--- config.mk ---
export PLATFORM = sky130hd
export DESIGN_NAME = i2c_slave_flat
export DESIGN_NICKNAME = d
export VERILOG_FILES = /design/src/rtl/i2c_slave_if.sv /design/src/rtl/i2c_slave.sv /design/src/flat_wrapper.sv
export SDC_FILE = /design/constraint.sdc
export NUM_CORES = 1
export LEC_CHECK = 0
export CORE_ASPECT_RATIO = 1.5
export CORE_MARGIN = 5
export CORE_UTILIZATION = 37
export DETAILED_ROUTE_END_ITERATION = 12
export SYNTH_ARGS = -nofsm -noshare
export SYNTH_HDL_FRONTEND = slang
export SYNTH_SLANG_ARGS = --single-unit
--- constraint.sdc ---
create_clock -name clk -period 1.8 [get_ports clk]
set_input_delay 0.36 -clock clk [delete_from_list [all_inputs] [get_ports clk]]
set_output_delay 0.36 -clock clk [all_outputs]
set_load 0.01 [all_outputs]
--- src/rtl/i2c_slave_if.sv ---
// I2C pin bundle: open-drain SDA as an _i/_o/_t triplet, SCL observed only.
interface i2c_slave_if;
  logic SCL_i;
  logic SDA_i;
  logic SDA_o;
  logic SDA_t;

  modport slave  (input SCL_i, SDA_i, output SDA_o, SDA_t);
  modport master (output SCL_i, SDA_i, input SDA_o, SDA_t);
endinterface

--- src/rtl/i2c_slave.sv ---
// I2C target answering one 7-bit address; hands write bytes to local logic
// and requests read bytes from it. No clock stretching.
module i2c_slave #(
  parameter int SYNC_STAGES = 2
) (
  input  logic       clk,
  input  logic       rst,
  input  logic [6:0] addr,
  output logic       busy,
  output logic       read_nwrite,
  output logic [7:0] data_o,
  output logic       data_available,
  output logic       data_request,
  input  logic [7:0] data_i,
  input  logic       data_valid,
  output logic       tx_underrun,
  i2c_slave_if.slave bus
);

  typedef enum logic [2:0] {
    IDLE, ADDR, ADDR_ACK, RX, RX_ACK, TX, TX_ACK, WAIT_STOP
  } state_t;

  state_t state, state_n;

  logic [SYNC_STAGES-1:0] scl_sync, sda_sync;
  logic       scl_d, sda_d;
  logic       scl, sda;
  logic       scl_rise, scl_fall, start_det, stop_det;
  logic [2:0] cnt;
  logic       done;
  logic [7:0] rx_sr, tx_sr, tx_n, hold, tx_load_val;
  logic       have, have_eff, capture, ack_bit;
  logic       sda_t, sda_t_n;
  logic       load_tx, rx_byte, hit, set_req, nack;

  assign scl       = scl_sync[SYNC_STAGES-1];
  assign sda       = sda_sync[SYNC_STAGES-1];
  assign scl_rise  = scl & ~scl_d;
  assign scl_fall  = ~scl & scl_d;
  assign start_det = scl & scl_d & sda_d & ~sda;
  assign stop_det  = scl & scl_d & ~sda_d & sda;

  assign bus.SDA_o = 1'b0;
  assign bus.SDA_t = sda_t;

  // A byte supplied in the very cycle it is consumed still counts.
  assign capture     = data_request & data_valid;
  assign have_eff    = have | capture;
  assign tx_load_val = have ? hold : (capture ? data_i : 8'hFF);

  always_ff @(posedge clk) begin
    if (!rst) state <= IDLE;
    else      state <= state_n;
  end

  always_comb begin
    state_n = state;
    load_tx = 1'b0;
    rx_byte = 1'b0;
    hit     = 1'b0;
    set_req = 1'b0;
    nack    = 1'b0;
    if (stop_det) state_n = IDLE;
    else if (start_det) state_n = ADDR;
    else begin
      case (state)
        ADDR: if (scl_fall && done) begin
          if (rx_sr[7:1] == addr) begin
            state_n = ADDR_ACK;
            hit     = 1'b1;
            set_req = rx_sr[0];
          end else begin
            state_n = WAIT_STOP;
          end
        end
        ADDR_ACK: if (scl_fall) begin
          if (read_nwrite) begin
            state_n = TX;
            load_tx = 1'b1;
          end else begin
            state_n = RX;
          end
        end
        RX: if (scl_fall && done) begin
          state_n = RX_ACK;
          rx_byte = 1'b1;
        end
        RX_ACK: if (scl_fall) state_n = RX;
        TX: if (scl_fall && cnt == 3'd7) begin
          state_n = TX_ACK;
          set_req = 1'b1;
        end
        TX_ACK: if (scl_fall) begin
          if (!ack_bit) begin
            state_n = TX;
            load_tx = 1'b1;
          end else begin
            state_n = WAIT_STOP;
            nack    = 1'b1;
          end
        end
        default: state_n = state;
      endcase
    end

    tx_n = tx_sr;
    if (load_tx) tx_n = tx_load_val;
    else if (state == TX && scl_fall) tx_n = {tx_sr[6:0], 1'b1};

    case (state_n)
      ADDR_ACK, RX_ACK: sda_t_n = 1'b0;
      TX:               sda_t_n = tx_n[7];
      default:          sda_t_n = 1'b1;
    endcase
  end

  always_ff @(posedge clk) begin
    if (!rst) begin
      scl_sync       <= '1;
      sda_sync       <= '1;
      scl_d          <= 1'b1;
      sda_d          <= 1'b1;
      cnt            <= 3'd0;
      done           <= 1'b0;
      rx_sr          <= 8'h00;
      tx_sr          <= 8'h00;
      hold           <= 8'h00;
      have           <= 1'b0;
      ack_bit        <= 1'b1;
      sda_t          <= 1'b1;
      busy           <= 1'b0;
      read_nwrite    <= 1'b0;
      data_o         <= 8'h00;
      data_available <= 1'b0;
      data_request   <= 1'b0;
      tx_underrun    <= 1'b0;
    end else begin
      scl_sync       <= {scl_sync[SYNC_STAGES-2:0], bus.SCL_i};
      sda_sync       <= {sda_sync[SYNC_STAGES-2:0], bus.SDA_i};
      scl_d          <= scl;
      sda_d          <= sda;
      sda_t          <= sda_t_n;
      tx_sr          <= tx_n;
      data_available <= rx_byte;
      tx_underrun    <= load_tx & ~have_eff;

      // Receive bits count on SCL rise, transmit bits on SCL fall.
      if (start_det || stop_det) begin
        cnt  <= 3'd0;
        done <= 1'b0;
      end else if (scl_rise && (state == ADDR || state == RX)) begin
        rx_sr <= {rx_sr[6:0], sda};
        cnt   <= cnt + 3'd1;
        if (cnt == 3'd7) done <= 1'b1;
      end else if (scl_fall) begin
        done <= 1'b0;
        if (state == TX) cnt <= cnt + 3'd1;
      end

      if (state == TX_ACK && scl_rise) ack_bit <= sda;
      if (rx_byte) data_o <= rx_sr;
      if (hit) read_nwrite <= rx_sr[0];

      if (start_det || stop_det || nack) busy <= 1'b0;
      else if (hit)                      busy <= 1'b1;

      if (start_det || stop_det || load_tx || nack) data_request <= 1'b0;
      else if (set_req)                             data_request <= 1'b1;
      else if (capture)                             data_request <= 1'b0;

      if (start_det || stop_det || load_tx) have <= 1'b0;
      else if (capture) begin
        have <= 1'b1;
        hold <= data_i;
      end
    end
  end

endmodule

--- src/flat_wrapper.sv ---
// flat-port wrapper written by rule: the top's interface ports become plain ports
module i2c_slave_flat 
#(
  parameter int SYNC_STAGES = 2
)
  (clk, rst, addr, busy, read_nwrite, data_o, data_available, data_request, data_i, data_valid, tx_underrun, bus_SCL_i, bus_SDA_i, bus_SDA_o, bus_SDA_t);
  i2c_slave_if bus_i ();
  input  logic clk;
  input  logic rst;
  input  logic [6:0] addr;
  output logic busy;
  output logic read_nwrite;
  output logic [7:0] data_o;
  output logic data_available;
  output logic data_request;
  input  logic [7:0] data_i;
  input  logic data_valid;
  output logic tx_underrun;
  input wire logic [$bits(bus_i.SCL_i)-1:0] bus_SCL_i;
  input wire logic [$bits(bus_i.SDA_i)-1:0] bus_SDA_i;
  output wire logic [$bits(bus_i.SDA_o)-1:0] bus_SDA_o;
  output wire logic [$bits(bus_i.SDA_t)-1:0] bus_SDA_t;
  assign bus_i.SCL_i = bus_SCL_i;
  assign bus_i.SDA_i = bus_SDA_i;
  assign bus_SDA_o = bus_i.SDA_o;
  assign bus_SDA_t = bus_i.SDA_t;
  i2c_slave #(.SYNC_STAGES(SYNC_STAGES)) u_core (.clk(clk), .rst(rst), .addr(addr), .busy(busy), .read_nwrite(read_nwrite), .data_o(data_o), .data_available(data_available), .data_request(data_request), .data_i(data_i), .data_valid(data_valid), .tx_underrun(tx_underrun), .bus(bus_i));
endmodule
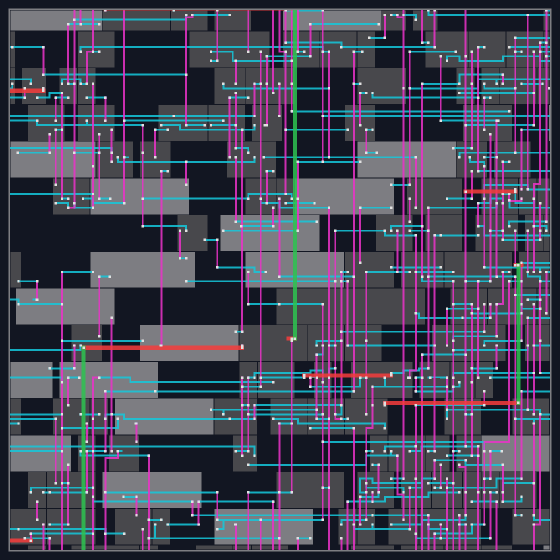
Figure 1: run 1, zoomed window.
Window x 18 to 58, y 35 to 75 um. Cells in gray, sequential cells in the stronger gray; small squares are vias.
- M4: green
- M2: magenta
- M3: red
- M1: cyan
- cells with their middle in the window: 117
- sequential cells in the window: 17
- netlist names of flops here include: u_core.tx_sr (4), u_core.rx_sr (3)
- most frequent: buf_4 (18), dfxtp_1 (16), nand2_1 (11)

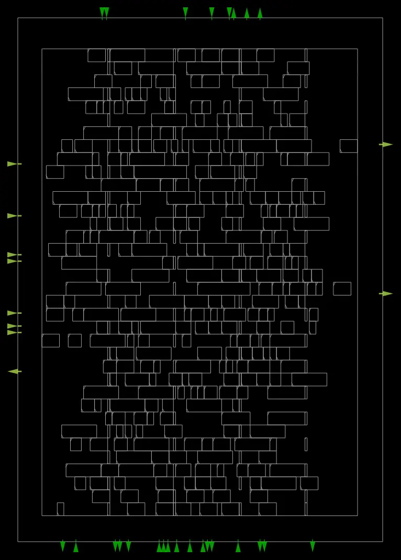
Figure 2: run 1, placement view.
post-layout util: 49.8%
Layout fillers: 644
Final Instance Count excl. Fillers: 409
Site Rows: 36

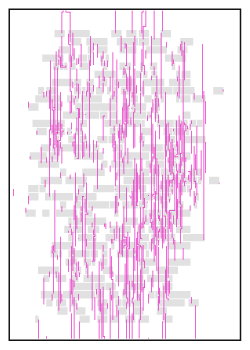
Figure 3: run 1, signal wires on met2.
(3 px per um)
- share of all routed wire: 53%
- longest straight run: 49.6 um
WL final: 5510 um
DR vias: 2,067
GRT met2 Usage: 24.3%

==> flow_summary.json, run 1 <==
{
  "ys_cells": 273,
  "ys_seq_share_pct": 43.1,
  "pin_count": 35,
  "synth_adder_area_share_pct": 1.02,
  "grt_pass1_vias": 1994,
  "max_freq_ghz": 0.582,
  "status": "finished, final reports clean",
  "die_x_um": 76.6,
  "syn_avg_cell_area_um2": 9.01,
  "p_seq_mw": 1.24,
  "die_area_um2": 8410,
  "cts_buffers": 5,
  "cts_buffer_depth": 2,
  "seqPwrFrac_pct": 47.9,
  "drv_cap": 0,
  "top_power_group": "sequential cells",
  "leakage_nw": 1.19,
  "worstSkewPairLatency_ns": 0.30,
  "path_class": "flop to flop",
  "wire_per_inst_um": 13.5,
  "diodes": 0,
  "drt-initial-drc-count": 95,
  "rsz0062_at_grt": "true",
  "power_density_nw_per_um2": 798,
  "grt_max_degree": 43,
  "areaGrowthSynthToFinish_pct": 31.4,
  "area_leaders": "dfxtp_1 (43%), mux2i_1 (8.1%), nand2_1 (5.8%)",
  "internal_power_mw": 1.96,
  "grt_pass1_wl_um": 9320,
  "drc": 0,
  "cp-start-kind": "flop",
  "grt_use_met1_pct": 15.7,
  "skew_ns": 0.00418,
  "ys_sh_mux_pct": 8.14,
  "peakVddDrop_mv": 0.405,
  "hold_violations": 0,
  "path_buffers": 1,
  "warnings": 27,
  "post_cts_buffers": 0,
  "syn_inst": 273,
  "ys_async_sr_fraction_pct": 0,
  "cp.required_ns": 2.03,
  "final.min_clock_period_ns": 1.72,
  "finalCritPeriodShare_pct": 95.5,
  "yosysTopAreaCell": "dfxtp_1",
  "clockRootBuffer": "clkbuf_8",
  "end_kind": "flop",
  "drive_above_1_share_pct": 17.1,
  "fp.coreArea_um2": 6490,
  "ys_sh_simple_pct": 26.0,
  "ys_sh_xor_pct": 3.20,
  "setup_viol": 0,
  "syn_area_um2": 2460,
  "dp.cells": 401,
  "cp_common_cell": "ha_1",
  "synthTopLogicFamily": "simple AND/OR/NAND/NOR gates",
  "antenna_found_initial": 0,
  "ys_ff": 53,
  "place_hpwl_um": 4230,
  "clkPwrFrac_pct": 36.9,
  "stdcell_area_um2": 3230,
  "ys_types": 50,
  "path_cells": "ha_1, ha_1, buf_4, o32ai_1, o22a_1, nor4_2, a41oi_1",
  "edf_count": 0,
  "ys_sh_aoi_pct": 15.0,
  "die_h_um": 110,
  "cts_num_sinks": 53,
  "lay_top_count": "dfxtp_1",
  "r2r_slack_ns": 0.08,
  "cp_max_fo": 3,
  "gp_congestion": 0.788,
  "final_max_slew_viol_count": 0,
  "slowest_stage": "dfxtp_1",
  "hp-class": "flop to flop",
  "ff_type": "dfxtp_1",
  "ys_area_um2": 2460,
  "top_area_share_pct": 43.1,
  "viasPerCell": 5.05,
  "yosysWarnings": 0,
  "grt.met3_usage_pct": 2.54
}
==> run 1: per-stage QoR <==
| stage | utilization, % | setup slack, ns | hold WS (ns) | TNS [ns] |
|---|---|---|---|---|
| floorplan | - | 0.200 | 0.386 | 0 |
| global placement | 47.3 | -0.171 | 0.391 | -0.687 |
| detailed placement | 47.3 | -0.231 | 0.398 | -0.933 |
| CTS | 49.3 | 0.0220 | 0.421 | 0 |
| global route | 49.8 | -0.0189 | 0.443 | -0.0189 |
| finish | 49.8 | 0.0819 | 0.416 | 0 |
==> run 1: final cells by class <==
type | instances | area (um^2)
Fill cell | 644 | 3250
Timing Repair Buffer | 65 | 583
Tap cell | 76 | 95.1
Sequential cell | 53 | 1060
Clock inverter | 3 | 65.1
Multi-Input combinational cell | 204 | 1350
Inverter | 3 | 11.3
Clock buffer | 5 | 68.8
==> run 1: worst paths after layout <==
kind                            cells after the start                     startpoint                            end
worst max-delay path                                7     u_core.cnt[0]$_SDFFE_PP0P_    u_core.bus.SDA_t$_SDFF_PN1_
worst min-delay path                                1  u_core.sda_sync[0]$_SDFF_PN1_  u_core.sda_sync[1]$_SDFF_PN1_
worst max register to register                      7     u_core.cnt[0]$_SDFFE_PP0P_    u_core.bus.SDA_t$_SDFF_PN1_
worst min register to register                      1  u_core.sda_sync[0]$_SDFF_PN1_  u_core.sda_sync[1]$_SDFF_PN1_
==> run 1: sequential cells by signal (all words and copies together), names as in the netlist, 2 cells and up <==
signal           cells
u_core.data_o        8
u_core.hold          8
u_core.rx_sr         8
u_core.tx_sr         8
u_core.cnt           3
u_core.state         3
u_core.scl_sync      2
u_core.sda_sync      2
==> run 1: metal layers <==
layer,vias to the layer above,part of all wire [%]
met1,979,43
met5,-,0
li1,1054,-
met4,0,1.5
met2,27,53
met3,7,2.7
==> run 2: changes to the inputs <==
--- a/config.mk
+++ b/config.mk
@@ -6,7 +6,7 @@
 export NUM_CORES = 1
 export LEC_CHECK = 0
 export CORE_ASPECT_RATIO = 1.5
-export CORE_MARGIN = 5
+export CORE_MARGIN = 2
 export CORE_UTILIZATION = 37
 export DETAILED_ROUTE_END_ITERATION = 12
 export SYNTH_ARGS = -nofsm -noshare
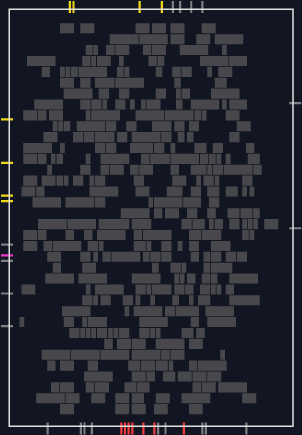
Figure 4: run 2, pin map.
(4 px per um) Pins as bars across the die edge, other pins in gray.
- data_i: yellow (pins 8; direction input; edge 4 north, 4 west)
- addr: red (pins 7; direction input; edge south)
- bus_SCL_i: magenta (pins 1; direction input; edge west)
- all pins by edge: 16 south, 9 west, 8 north, 2 east
Port Buffers: 33
die width: 70.6 um
Die Ht: 104 um

==> flow_summary.json, run 2 <==
{
  "firstDrtPassIters": 4,
  "hold_end": "u_core.sda_sync[1]$_SDFF_PN1_",
  "most-common-layout-cells": "dfxtp_1 (51), nand2_1 (38), clkdlybuf4s50_1 (33), buf_4 (29), nor2_1 (22)",
  "grt_busiest_layer": "met2",
  "grt_max_degree": 43,
  "drt-initial-drc-count": 68,
  "r2r-start": "u_core.cnt[0]$_SDFFE_PP0P_",
  "floorplan.nets": 295,
  "r2r_slack_ns": 0.10,
  "grt.met3_usage_pct": 2.81,
  "final.min_clock_period_ns": 1.72,
  "seqPwrFrac_pct": 52.5,
  "seq_area_um2": 1060,
  "wl_met3_um": 112,
  "num_rows": 36,
  "diodes": 0,
  "area_leaders": "dfxtp_1 (43%), mux2i_1 (8.1%), nand2_1 (5.8%)",
  "cts_buffers": 5,
  "cts_resized": 0,
  "mi_logic_area_um2": 1340,
  "worstSkewPairLatency_ns": 0.31,
  "total_power_mw": 2.35,
  "finalCritPeriodShare_pct": 95.4,
  "status": "finished, final reports clean",
  "grt_use_met1_pct": 18.8,
  "final_antenna_net_count": 0,
  "p_comb_share_pct": 16.5,
  "clkPwrFrac_pct": 31.0,
  "grt_pass1_vias": 1942,
  "setup_viol": 0,
  "switching_share_pct": 25.5,
  "ys_types": 50,
  "most_common_cell": "dfxtp_1",
  "place_hpwl_um": 4030,
  "r2r-end": "u_core.bus.SDA_t$_SDFF_PN1_",
  "ys_cells": 273,
  "fp.coreArea_um2": 6490,
  "path_clk_slew_ns": 0.09,
  "drv_cap": 0,
  "ff2ff_path_depth": 8,
  "hold_depth": 1,
  "yosysTopAreaCell": "dfxtp_1",
  "ys_async_sr_fraction_pct": 0,
  "peakVddDrop_mv": 0.365,
  "drive_above_1_share_pct": 16.3,
  "syn_avg_cell_area_um2": 9.01,
  "drc": 0,
  "ff_type": "dfxtp_1",
  "routed_wl_um": 5370,
  "fill_cells": 660,
  "pin_count": 35,
  "clockRootBuffer": "clkbuf_8",
  "route.met2.wl_um": 2770,
  "netSwitchingPower_uw": 599,
  "overflow": 0,
  "internal_power_mw": 1.75,
  "max_stage_delay_ns": 0.47,
  "wire_per_inst_um": 13.2,
  "crit_family": "AND-OR/OR-AND gates",
  "hp-class": "flop to flop",
  "path_cells": "clkdlybuf4s50_1, xnor2_1, nand2_1, o41ai_2, a21oi_1, nor4_1, a41oi_1",
  "cp-start-kind": "input port",
  "viasPerCell": 4.97,
  "syn_inst": 273,
  "ys_seq_share_pct": 43.1,
  "warnings": 26,
  "power_density_nw_per_um2": 739,
  "path_buffers": 1,
  "wl_met1_um": 2340,
  "initial_core_util_pct": 37.9,
  "p_seq_mw": 1.23,
  "pre_cts_ws_ns": -0.224,
  "yosysWarnings": 0,
  "leakage_nw": 1.17,
  "ctsHtreeMaxLevel": 2,
  "use_met2_pct": 25.8,
  "grt_pass1_wl_um": 9130,
  "hold_violations": 0,
  "grt_usage_pct": 15.4,
  "max_freq_ghz": 0.582,
  "skew_ns": 0.00377,
  "cts_num_sinks": 53,
  "syn_area_um2": 2460,
  "ys_top_cells_by_count": "dfxtp_1 (53), nand2_1 (38), nor2_1 (22)",
  "edf_count": 0,
  "ys_ff": 53,
  "cp_max_fo": 3,
  "final_max_slew_viol_count": 0,
  "end_kind": "flop",
  "cts_hold_buf": 0,
  "lay_top_count": "dfxtp_1",
  "ys_area_um2": 2460,
  "comb_power_uw": 387,
  "die_area_um2": 7330,
  "top_power_group": "sequential cells",
  "path_class": "input port to flop",
  "top_area_share_pct": 43.1,
  "maxUsedRoutingLayer": "met4",
  "min_from": "u_core.sda_sync[0]$_SDFF_PN1_",
  "post_cts_buffers": 0,
  "cts_buffer_depth": 2,
  "slowest_stage": "clkdlybuf4s50_1",
  "setup_ws_ns": 0.0824,
  "gp_congestion": 0.819,
  "antenna_found_initial": 0,
  "vias": 2023,
  "cp.required_ns": 1.99,
  "areaGrowthSynthToFinish_pct": 29.2,
  "worst_ep_arrival_time_ns": 1.91,
  "crit_start": "addr[1]",
  "pg_clk_uw": 730,
  "nNetsFinal": 352,
  "cts_tree": "built",
  "tns_ns": 0
}
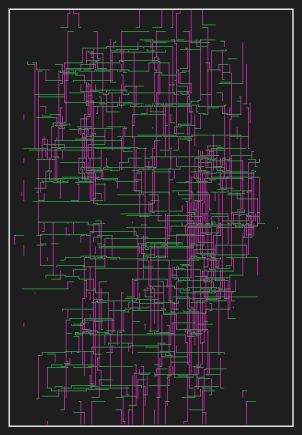
Figure 5: run 2, wiring by layer.
(4 px per um) Only two layers are drawn.
- M2: magenta (wire length 2,770 um)
- M1: green (wire length 2,340 um)

-- run 2: cell types whose count changed in the layout (fill, tap and decap cells not counted) --
cell	change
buf_4	-2
bufinv_16	-2
clkbuf_8	+2
and4b_1	-1
and4b_2	+1
dfxtp_1	+1
dfxtp_2	-1
nor4_1	+1
nor4_2	-1
-- run 2: area by class of cell --
type                       instances  area share (%)
clock buffer                       7            3.03
clock inverter                     1           0.157
inverter                           3           0.354
sequential                        53            33.5
tap                               76            2.99
multi-input combinational        204            42.1
timing repair buffer              63            17.9
-- run 2: worst max path at each step --
stage	end	depth (start not counted)	slack (ns)
4_1_cts	u_core.bus.SDA_t$_SDFF_PN1_	8	0.04
3_5_place_dp	u_core.data_request$_SDFFE_PP0P_	7	-0.22
6_report	u_core.bus.SDA_t$_SDFF_PN1_	7	0.08
3_3_place_gp	u_core.bus.SDA_t$_SDFF_PN1_	7	-0.17
5_1_grt	u_core.bus.SDA_t$_SDFF_PN1_	7	-0.04
2_1_floorplan	u_core.cnt[1]$_SDFFE_PP0P_	7	0.20
-- run 2: through the flow --
stage | util [%] | cells | hold WS [ns] | instance area, um^2
6_report | 49.0 | 407 | 0.412 | 3180
5_1_grt | 49.0 | 407 | 0.450 | 3180
4_1_cts | 48.6 | 407 | 0.419 | 3150
3_5_place_dp | 47.0 | 399 | 0.397 | 3050
3_3_place_gp | 47.0 | 399 | 0.390 | 3050
2_1_floorplan | - | 273 | 0.386 | 2460
-- run 2: cells by family (layout without fill, tap and decap cells) --
logic type	after synthesis	after routing	share of synthesized area, %
fa+ha+maj	2	2	1.02
buf+inv	16	74	3.36
compound gates	53	53	15.0
xor+xnor	9	9	3.20
flops	53	53	43.1
other cells	1	1	0.152
simple gates	119	119	26.0
mux	20	20	8.14
==> run 3: changes to the inputs <==
--- a/config.mk
+++ b/config.mk
@@ -5,10 +5,12 @@
 export SDC_FILE = /design/constraint.sdc
 export NUM_CORES = 1
 export LEC_CHECK = 0
+export ABC_AREA = 0
 export CORE_ASPECT_RATIO = 1.5
 export CORE_MARGIN = 2
 export CORE_UTILIZATION = 37
 export DETAILED_ROUTE_END_ITERATION = 12
+export SETUP_SLACK_MARGIN = 0.15
 export SYNTH_ARGS = -nofsm -noshare
 export SYNTH_HDL_FRONTEND = slang
 export SYNTH_SLANG_ARGS = --single-unit
==> constraint.sdc (replaced) <==
create_clock -name clk -period 1.9 [get_ports clk]
set_input_delay 0.38 -clock clk [delete_from_list [all_inputs] [get_ports clk]]
set_output_delay 0.38 -clock clk [all_outputs]
set_load 0.01 [all_outputs]
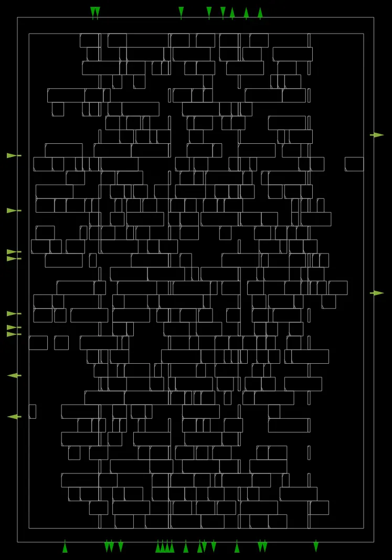
Figure 6: run 3, placement view.
Core Footprint: 6490 um^2
flop share of the area: 34.2%

==> flow_summary.json, run 3 <==
{
  "hold_end": "u_core.sda_sync[1]$_SDFF_PN1_",
  "cts_buffers": 5,
  "areaGrowthSynthToFinish_pct": 28.2,
  "place_hpwl_um": 3980,
  "post_cts_buffers": 0,
  "internal_power_mw": 1.58,
  "post_dp_cell_area_um2": 3000,
  "final_antenna_net_count": 0,
  "r2r-start": "u_core.scl_d$_SDFF_PN1_",
  "path_class": "flop to flop",
  "pg_clk_uw": 612,
  "diodes": 0,
  "grt_max_degree": 43,
  "worstSkewPairLatency_ns": 0.30,
  "skew_ns": 0.00567,
  "edf_count": 0,
  "crit_end": "u_core.bus.SDA_t$_SDFF_PN1_",
  "status": "finished, final reports clean",
  "drc": 0,
  "seqPwrFrac_pct": 54.9,
  "path_clk_slew_ns": 0.09,
  "p_seq_mw": 1.17,
  "clockRootBuffer": "clkbuf_8",
  "area_leaders": "dfxtp_1 (43%), mux2i_1 (8.1%), nand2_1 (5.8%)",
  "syn_inst": 273,
  "max_freq_ghz": 0.596,
  "yosysWarnings": 0,
  "grt_pass1_vias": 1857,
  "min_from": "u_core.sda_sync[0]$_SDFF_PN1_",
  "power_density_nw_per_um2": 676,
  "top_area_share_pct": 43.1,
  "max_stage_delay_ns": 0.42,
  "drive_above_1_share_pct": 17.6,
  "ff2ff_path_depth": 6,
  "grt_usage_pct": 14.9,
  "final_max_slew_viol_count": 0,
  "cts_buffer_depth": 2,
  "switching_share_pct": 26.1,
  "overflow": 0,
  "ys_seq_share_pct": 43.1,
  "warnings": 26,
  "viasPerCell": 4.99,
  "leakage_nw": 1.17,
  "peakVddDrop_mv": 0.360,
  "wl_met3_um": 97,
  "vias": 1995,
  "slowest_stage": "o41ai_2",
  "ctsHtreeMaxLevel": 2,
  "routed_wl_um": 5350,
  "ff_type": "dfxtp_1",
  "stdcell_area_um2": 3150,
  "maxUsedRoutingLayer": "met4",
  "ys_types": 50,
  "holdWs_ns": 0.416,
  "finalCritPeriodShare_pct": 88.3,
  "final.min_clock_period_ns": 1.68,
  "die_area_um2": 7330,
  "total_power_mw": 2.13,
  "cts_tree": "built",
  "drt-initial-drc-count": 55,
  "cts_num_sinks": 53,
  "ys_area_um2": 2460,
  "ys_async_sr_fraction_pct": 0,
  "most-common-layout-cells": "dfxtp_1 (44), nand2_1 (38), clkdlybuf4s50_1 (29), nor2_1 (22), buf_4 (22)",
  "ys_cells": 273,
  "crit_family": "AND-OR/OR-AND gates",
  "hold_depth": 1,
  "cp_max_fo": 8,
  "syn_avg_cell_area_um2": 9.01,
  "initial_core_util_pct": 37.9,
  "path_cells": "nor2b_4, nand2_1, o41ai_2, a21oi_2, nor4_1, a41oi_1",
  "crit_start": "u_core.scl_d$_SDFF_PN1_",
  "yosysTopAreaCell": "dfxtp_1",
  "route.met2.wl_um": 2810,
  "path_buffers": 0,
  "r2r-end": "u_core.bus.SDA_t$_SDFF_PN1_",
  "wire_per_inst_um": 13.4,
  "grt_pass1_wl_um": 8910,
  "die_h_um": 104,
  "antenna_found_initial": 0,
  "setup_viol": 0,
  "comb_power_uw": 349,
  "die_x_um": 70.6,
  "drv_cap": 0,
  "nNetsFinal": 345,
  "port_buffers": 33,
  "cp.depth": 6,
  "syn_area_um2": 2460,
  "top_power_group": "sequential cells",
  "netSwitchingPower_uw": 556,
  "wl_met1_um": 2350,
  "most_common_cell": "dfxtp_1",
  "hp-class": "flop to flop",
  "floorplan.nets": 295,
  "end_kind": "flop"
}
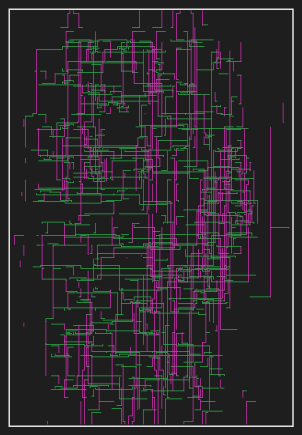
Figure 7: run 3, wiring by layer.
(4 px per um) Only two layers are drawn.
- M1: green (wire length 2,350 um)
- M2: magenta (wire length 2,810 um)

[run 3: netlist changes by cell type in the layout (fill, tap and decap cells not counted), moves of 2 or more]
cell and delta:
buf_4 -7, dfxtp_1 -7, clkbuf_8 -2, dfxtp_4 +2, dlymetal6s2s_1 +4, dfxtp_2 +5
clkdlybuf4s50_1 -4
[run 3: final cells by class]
type | count | area (um^2) | share of cell area [%]
Timing Repair Buffer | 56 | 526 | 16.7
Clock buffer | 6 | 72.6 | 2.30
Tap cell | 76 | 95.1 | 3.02
Clock inverter | 2 | 10.0 | 0.317
Sequential cell | 53 | 1080 | 34.2
Multi-Input combinational cell | 204 | 1360 | 43.2
Inverter | 3 | 11.3 | 0.357
[run 3: cells by family after synthesis]
kind of cell,Yosys count,synth area share [%]
AND/OR/NAND/NOR,119,26.0
AND-OR/OR-AND,53,15.0
flip-flops,53,43.1
multiplexers,20,8.14
buffers and inverters,16,3.36
XOR/XNOR,9,3.20
adder cells (fa/ha/maj),2,1.02
other,1,0.152
[run 3: repair_timing]
item | CTS | global route
resized | 2 | 22
hold buffers | 0 | 0
setup endpoints to repair | 1 | 19
pin swaps | 0 | 9
[run 3: per-stage QoR]
step	std cells	worst slack [ns]	utilization, %	TNS [ns]
2_1_floorplan	273	0.300	-	0
3_3_place_gp	392	-0.0858	46.2	-0.179
3_5_place_dp	392	-0.168	46.2	-0.530
4_1_cts	400	0.151	47.6	0
5_1_grt	400	0.118	48.6	0
6_report	400	0.223	48.6	0
[run 3: metal layers]
metal | GRT usage, % | vias to the layer above
li1 | - | 1033
met1 | 19.6 | 935
met2 | 24.6 | 21
met3 | 2.23 | 6
met4 | 5.26 | 0
met5 | 0 | -
